## src/rtl/sdram_arb_pkg.sv

```systemverilog
// Shared types and defaults for the SDRAM arbiter: FSM states, client slot numbers, bus widths.
package sdram_arb_pkg;

  typedef enum logic [1:0] {
    ST_IDLE    = 2'd0,
    ST_ISSUE   = 2'd1,
    ST_WAIT_RD = 2'd2,
    ST_DONE    = 2'd3
  } state_e;

  localparam int CLI_LOAD   = 0;
  localparam int CLI_MIX    = 1;
  localparam int CLI_PITCH  = 2;
  localparam int CLI_RECORD = 3;
  localparam int CLI_PLAY   = 4;

  localparam int DEF_NUM_CLIENTS = 5;
  localparam int DEF_ADDR_W      = 23;
  localparam int DEF_DATA_W      = 16;
  localparam int DEF_BUS_W       = 32;
  localparam int DEF_TIMEOUT_CYC = 255;

endpackage

```

## src/rtl/sdram_arbiter_rr_pick.sv

```systemverilog
// Combinational round-robin picker: first set req at or above ptr, wrapping; zero latency, no state.
module rr_pick #(
  parameter int NUM_CLIENTS = 5,
  parameter int IDX_W       = 3
) (
  input  logic [NUM_CLIENTS-1:0] req_i,
  input  logic [IDX_W-1:0]       ptr_i,
  output logic [NUM_CLIENTS-1:0] grant_o,
  output logic [IDX_W-1:0]       idx_o,
  output logic                   vld_o
);

  logic [IDX_W:0] sum;

  // Walk the offsets from farthest to nearest so the nearest requester overwrites the rest.
  always_comb begin
    grant_o = '0;
    idx_o   = '0;
    vld_o   = 1'b0;
    sum     = '0;
    for (int k = NUM_CLIENTS - 1; k >= 0; k--) begin
      sum = {1'b0, ptr_i} + (IDX_W + 1)'(k);
      if (sum >= (IDX_W + 1)'(NUM_CLIENTS)) sum = sum - (IDX_W + 1)'(NUM_CLIENTS);
      if (req_i[sum[IDX_W-1:0]]) begin
        grant_o                 = '0;
        grant_o[sum[IDX_W-1:0]] = 1'b1;
        idx_o                   = sum[IDX_W-1:0];
        vld_o                   = 1'b1;
      end
    end
  end

endmodule

```

## src/rtl/sdram_arbiter.sv

```systemverilog
// N-client round-robin arbiter driving one Avalon-MM transaction at a time; grant 1 cycle after req,
// stalls in ISSUE on waitrequest and in WAIT_RD until readdatavalid (bounded when SDRAM_ARB_TIMEOUT_EN).
module sdram_arbiter
  import sdram_arb_pkg::*;
#(
  parameter int NUM_CLIENTS = DEF_NUM_CLIENTS,
  parameter int ADDR_W      = DEF_ADDR_W,
  parameter int DATA_W      = DEF_DATA_W,
  parameter int BUS_W       = DEF_BUS_W,
  parameter int TIMEOUT_CYC = DEF_TIMEOUT_CYC
) (
  input  logic                          i_clk,
  input  logic                          i_rst,
  input  logic [NUM_CLIENTS-1:0]        i_req,
  input  logic [NUM_CLIENTS-1:0]        i_we,
  input  logic [NUM_CLIENTS*ADDR_W-1:0] i_addr,
  input  logic [NUM_CLIENTS*DATA_W-1:0] i_wdata,
  output logic [DATA_W-1:0]             o_rdata,
  output logic [NUM_CLIENTS-1:0]        o_done,
  output logic [NUM_CLIENTS-1:0]        o_grant,
  output logic                          o_busy,
  output logic                          o_err,
  output logic [ADDR_W-1:0]             sdram_address,
  output logic [BUS_W/8-1:0]            sdram_byteenable_n,
  output logic                          sdram_chipselect,
  output logic [BUS_W-1:0]              sdram_writedata,
  output logic                          sdram_read_n,
  output logic                          sdram_write_n,
  input  logic [BUS_W-1:0]              sdram_readdata,
  input  logic                          sdram_readdatavalid,
  input  logic                          sdram_waitrequest
);

  localparam int IDX_W = (NUM_CLIENTS > 1) ? $clog2(NUM_CLIENTS) : 1;
  localparam int BE_W  = BUS_W / 8;
  localparam logic [BE_W-1:0] BE_N_ACTIVE = ~BE_W'((1 << (DATA_W / 8)) - 1);

  state_e                   state_q;
  logic [IDX_W-1:0]         ptr_q, ptr_d, idx_q;
  logic                     we_q;
  logic [NUM_CLIENTS-1:0]   grant_q, done_q;
  logic [DATA_W-1:0]        rdata_q;
  logic [ADDR_W-1:0]        addr_q;
  logic [BUS_W-1:0]         wdata_q;
  logic                     cs_q, rd_n_q, wr_n_q;
  logic [BE_W-1:0]          be_n_q;

  logic [NUM_CLIENTS-1:0]   pick_grant;
  logic [IDX_W-1:0]         pick_idx;
  logic                     pick_vld;

`ifdef SDRAM_ARB_TIMEOUT_EN
  localparam int TMO_W = (TIMEOUT_CYC > 1) ? $clog2(TIMEOUT_CYC) : 1;
  logic [TMO_W-1:0] tmo_q;
  logic             err_q;
  assign o_err = err_q;
`else
  localparam int tmo_cyc_unused = TIMEOUT_CYC;
  assign o_err = 1'b0;
`endif

  generate
    if (BUS_W > DATA_W) begin : g_rd_hi
      logic rdata_hi_unused;
      assign rdata_hi_unused = ^sdram_readdata[BUS_W-1:DATA_W];
    end
  endgenerate

  rr_pick #(.NUM_CLIENTS(NUM_CLIENTS), .IDX_W(IDX_W)) u_pick (
    .req_i  (i_req),
    .ptr_i  (ptr_q),
    .grant_o(pick_grant),
    .idx_o  (pick_idx),
    .vld_o  (pick_vld)
  );

  assign ptr_d = (idx_q == IDX_W'(NUM_CLIENTS - 1)) ? '0 : idx_q + 1'b1;

  always_ff @(posedge i_clk) begin
    if (!i_rst) begin
      state_q <= ST_IDLE;
      ptr_q   <= '0;
      idx_q   <= '0;
      we_q    <= 1'b0;
      grant_q <= '0;
      done_q  <= '0;
      rdata_q <= '0;
      addr_q  <= '0;
      wdata_q <= '0;
      cs_q    <= 1'b0;
      rd_n_q  <= 1'b1;
      wr_n_q  <= 1'b1;
      be_n_q  <= '1;
`ifdef SDRAM_ARB_TIMEOUT_EN
      tmo_q   <= '0;
      err_q   <= 1'b0;
`endif
    end else begin
      done_q <= '0;
`ifdef SDRAM_ARB_TIMEOUT_EN
      err_q  <= 1'b0;
`endif
      unique case (state_q)
        ST_IDLE: if (pick_vld) begin
          idx_q   <= pick_idx;
          we_q    <= i_we[pick_idx];
          grant_q <= pick_grant;
          addr_q  <= i_addr[pick_idx*ADDR_W +: ADDR_W];
          wdata_q <= BUS_W'(i_wdata[pick_idx*DATA_W +: DATA_W]);
          cs_q    <= 1'b1;
          rd_n_q  <= i_we[pick_idx];
          wr_n_q  <= ~i_we[pick_idx];
          be_n_q  <= BE_N_ACTIVE;
          state_q <= ST_ISSUE;
        end
        ST_ISSUE: if (!sdram_waitrequest) begin
          cs_q   <= 1'b0;
          rd_n_q <= 1'b1;
          wr_n_q <= 1'b1;
          be_n_q <= '1;
          if (we_q) begin
            done_q  <= grant_q;
            state_q <= ST_DONE;
          end else begin
            state_q <= ST_WAIT_RD;
`ifdef SDRAM_ARB_TIMEOUT_EN
            tmo_q   <= '0;
`endif
          end
        end
        ST_WAIT_RD: if (sdram_readdatavalid) begin
          rdata_q <= sdram_readdata[DATA_W-1:0];
          done_q  <= grant_q;
          state_q <= ST_DONE;
        end
`ifdef SDRAM_ARB_TIMEOUT_EN
        else if (tmo_q == TMO_W'(TIMEOUT_CYC - 1)) begin
          rdata_q <= '0;
          err_q   <= 1'b1;
          done_q  <= grant_q;
          state_q <= ST_DONE;
        end else begin
          tmo_q <= tmo_q + 1'b1;
        end
`endif
        ST_DONE: begin
          ptr_q   <= ptr_d;
          grant_q <= '0;
          state_q <= ST_IDLE;
        end
        default: state_q <= ST_IDLE;
      endcase
    end
  end

  assign o_rdata            = rdata_q;
  assign o_done             = done_q;
  assign o_grant            = grant_q;
  assign o_busy             = (state_q != ST_IDLE);
  assign sdram_address      = addr_q;
  assign sdram_byteenable_n = be_n_q;
  assign sdram_chipselect   = cs_q;
  assign sdram_writedata    = wdata_q;
  assign sdram_read_n       = rd_n_q;
  assign sdram_write_n      = wr_n_q;

endmodule
```

## config.mk

```make
export PLATFORM = sky130hd
export DESIGN_NAME = sdram_arbiter
export DESIGN_NICKNAME = d
export VERILOG_FILES = /design/src/rtl/sdram_arb_pkg.sv /design/src/rtl/sdram_arbiter_rr_pick.sv /design/src/rtl/sdram_arbiter.sv
export SDC_FILE = /design/constraint.sdc
export NUM_CORES = 1
export LEC_CHECK = 0
export CAP_MARGIN = 20
export CORE_ASPECT_RATIO = 1.25
export CORE_MARGIN = 8
export CORE_UTILIZATION = 28
export DETAILED_ROUTE_END_ITERATION = 16
export GPL_TIMING_DRIVEN = 0
export PLACE_DENSITY = 0.61
export SYNTH_ARGS = -nofsm -noshare
export SYNTH_HDL_FRONTEND = slang
export SYNTH_SLANG_ARGS = --single-unit
```

## constraint.sdc

```tcl
create_clock -name i_clk -period 4.2 [get_ports i_clk]
set_input_delay 0.84 -clock i_clk [delete_from_list [all_inputs] [get_ports i_clk]]
set_output_delay 0.84 -clock i_clk [all_outputs]
set_load 0.02 [all_outputs]
```

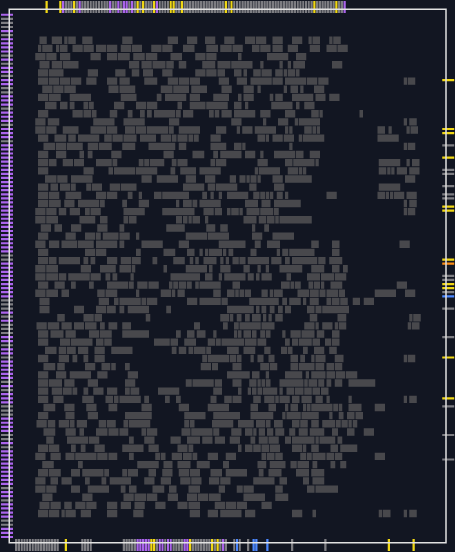
**Above:** pin placement.
Scale: 3 px per µm. Pins as bars across the die edge, other pins in gray.
[o_done] blue | pins: 5 | direction: output | edge: 4 south, 1 east
[sdram_writedata] yellow | pins: 32 | direction: output | edge: 13 north, 11 east, 8 south
[sdram_write_n] orange | pins: 1 | direction: output | edge: east
[i_addr] purple | pins: 115 | direction: input | edge: 94 west, 12 south, 9 north
all pins by edge: 129 west, 105 north, 70 south, 27 east
x dimension of the die: 145.1 µm
I/O Buffers: 293
chip height: 177.4 µm

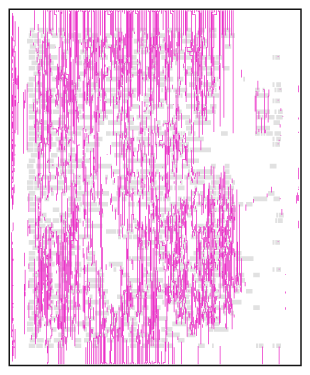
**Above:** met2 routing.
Scale: 2 px per µm. Cells faint in the background.
main direction: vertical
longest straight run: 81.1 µm
wire length on this layer: 14,900 µm
share of all routed wire: 53%
nets with wire on the layer: 1,100
Global Route met2 Usage: 0.3816
routed wire length: 28,110 µm
total via count in the routed design: 6,804

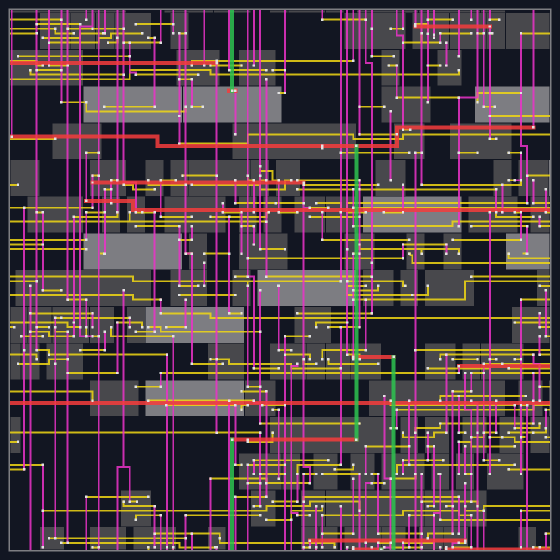
**Above:** a small window of the routed layout.
Window x 53 to 93, y 69 to 109 µm. Cells in gray, sequential cells in the stronger gray; small squares are vias.
[metal 4] green
[metal 1] yellow
[metal 3] red
[metal 2] magenta
cells with their middle in the window: 110
sequential cells in the window: 8
netlist names of flops here include: idx_q (2), o_grant (2), state_q (2)
most frequent: inv_1 (9), nand2_1 (9)

==> results.txt <==
Results of the full flow below.

Outcome:
- The flow ran to the end, and the final reports show no timing, DRC or antenna violations.

Detailed routing:
- The pre-antenna-repair detailed-routing pass consisted of 4 iterations.
- The run gives the average detailed-routed wire length per instance as 21.29 µm.
- The run puts the detailed-route vias per instance at between 5 and 6.
- The run gives the violation tally from detailed-route iteration zero as 466.
- The run puts the count of unresolved DRC violations after routing at 0.

Power:
- The run gives the fraction of power spent switching nets as 0.4520.
- The share of total power dissipated in the clock network is 0.138.
- The run puts the fraction of power consumed by sequential logic at 0.170.
- The largest part of the power goes to combinational cells.
- The power report puts the leakage power at 0.003822 µW.
- The power report attributes to the combinational group a share of 0.693.
- Combinational power for this build is 4560 µW.
- The run puts the power consumed by the clock network at 906 µW.
- The run puts the power density of the placed cells at between 600 and 700 mW/mm².

Worst hold path:
- Per the hold report, the tightest min-delay path originates at o_rdata[6].
- Hold analysis lists the worst path endpoint as o_rdata[6].
- The number of cells on the worst hold path is listed as 2.

Critical path:
- The timing report attributes the biggest portion of critical-path delay to simple AND/OR/NAND/NOR gates.
- The worst setup path is captured at a register.
- The run gives the peak per-stage delay on the critical path as 0.75 ns.
- In the setup report, the worst path falls into the class in -> reg.
- For reference, the critical path cell chain is clkdlybuf4s50_1, nor3_1, and2_1, or4_4, nor4_4, a211oi_4, o31ai_4, buf_12, mux2_4, a22o_4, o32a_1.
- The run gives the endpoint required time on the critical path as 4.44 ns.
- The run puts the number of cells on the critical path at 11.
- The run puts the maximum fanout along the worst path at 7.
- The run gives the depth of the most critical reg-to-reg path as 16.
- The run gives the nature of the critical path startpoint as an input pin.
- The run puts the data arrival time of the worst path at 4.35 ns.
- The run gives the start point of the critical path as i_req[3].
- The run gives the worst flop-to-flop path endpoint as sdram_read_n.

Place:
- Summing all placed instances gives a cell area of ~0.0092 mm².
- The run gives the worst setup timing slack at the placement stage as -0.9530 ns.

Timing:
- Of the available clock period, the critical path in the final layout requires 0.9798.
- The run gives the count of final setup violators as 0.
- The run gives the worst path setup slack after routing as 0.08479 ns.
- The run gives the hold violation total from the final report as 0.
- The run gives the setup TNS as 0 ns.
- In this build the clock could be raised as far as 243.0 MHz.
- The run gives the setup clock skew after layout as ~0.0077 ns.
- The run puts the clock period minus worst slack at approximately 4.1 ns.
- At the pin with the least slew margin, the transition time is 0.5727 ns.
- The run puts the number of slew-limit violations in the final report at 0.

Layout:
- Measured on the finished design, the core utilization comes to 0.4917.
- 532 cells are multi-input combinational gates.
- Per the layout report, the design carries 21 non-clock inverters.
- The fraction of final cell area spent on clock buffers and inverters in this run is 0.03275.
- The fraction of cell area in sequential cells is reported as 0.1545.
- The layout report gives the multi-input gate share of total cell area as 0.4040.
- The run gives the non-filler instance count after layout as 1,320.
- The run puts the sequential cell area at around 0.0016 mm².
- The run puts the non-clock buffer instance count of the final layout at 399.
- The run puts the layout sequential cell count at 78.
- The run gives the total non-filler cell area in the finished layout as 0.01016 mm².
- Among all cell classes, the greatest summed area belongs to logic gates.
- Per the final layout report, the fraction of cells sized above drive strength 1 comes to 0.2122.
- The layout has 10 clock buffers.
- Leaving out buffers and inverters, the combinational logic in the layout accounts for 0.004106 mm².
- The run puts the count of filler cells inserted in the layout at 2,013.

Clock tree:
- Clock-pin slew was measured on the worst setup and hold paths at 0.07 ns.
- The tree is rooted in a clkbuf_16.
- Looking at the clock tree report, the maximum root-to-sink buffer count equals 2.
- TritonCTS built the clock tree.
- The run puts the cts-stage hold buffer count at 0.
- The run puts the buffers inserted during post-CTS setup optimization at 10.
- The number of clock sinks came to 78.
- The run puts the number of gates given a new drive strength after cts at 51.

Synth:
- After synthesis, the cell types taking the most area are dfxtp_1 (27%), mux2_2 (7.9%), a22oi_1 (5.8%), a221oi_2 (5.1%), o21ai_0 (4.6%).
- The run gives the share of the yosys chip area belonging to registers as 0.2677.
- The run puts the number of instances in the synthesized netlist at 689.
- The run gives the leading cell type by number of instances after synthesis as dfxtp_1.
- The synthesis report lists the Yosys warning total as 0.
- In this run, the synthesized area fraction spent on xor and xnor cells is recorded as 0.006006.
- In this run, the synthesized area fraction spent on and/or/nand/nor cells is recorded as 0.1386.
- After synthesis, the most frequently instantiated cells are dfxtp_1 (78), nand2_1 (54), o21ai_0 (54), a21oi_1 (50), a22oi_1 (45).
- In the synthesized netlist, the dominant kind of combinational cell is AND-OR/OR-AND gates.
- The run puts the number of synthesized register bits at between 70 and 80.
- The run gives the mean area per synthesized cell as 8.466 µm².
- The synthesized design spends more area on one cell type than any other, namely dfxtp_1.
- The synthesis report names the predominant flop master as dfxtp_1.

Floorplan:
- The run puts the boundary pin count at between 300 and 400.
- The run gives the placeable core region as 0.02067 mm².
- The run gives the die area as around 0.026 mm².
- The run gives the starting density of the core as 0.2822.

GRT:
- The run gives the number of global-route vias before repair as 7,031.
- The run gives the total congestion overflow after global routing as 0.
- The run puts the largest net degree at the start of global routing at 15.
- The initial antenna violation count was 1.
- The run puts the global-route wire length before repair at 40,980 µm.

Run:
- The run puts the max capacitance violation total at 0.
-- per-layer routing --
metal  vias to the layer above  global-route usage  wire length, µm
met2                       263              0.3816            14850
met3                        38             0.06224             2122
met4                         2             0.06519              714
met5                         -                   0               10
li1                       3288                   -                -
met1                      3213              0.2183            10410
-- worst min-delay path, delay by kind of cell, from the launching register on --
family	cells	cell delay (ns)
DFF	1	0.31
AOI/OAI and AO/OA	1	0.06
and+or+nand+nor	1	0.05
-- sequential cells by signal, indices dropped and copies added (netlist names) --
signal,flops
idx_q,3
we_q,1
sdram_write_n,1
sdram_address,23
sdram_writedata,16
o_done,5
o_rdata,16
ptr_q,3
sdram_chipselect,1
state_q,2
o_grant,5
sdram_byteenable_n,1
sdram_read_n,1
Power is estimated from default activity; no workload was simulated.
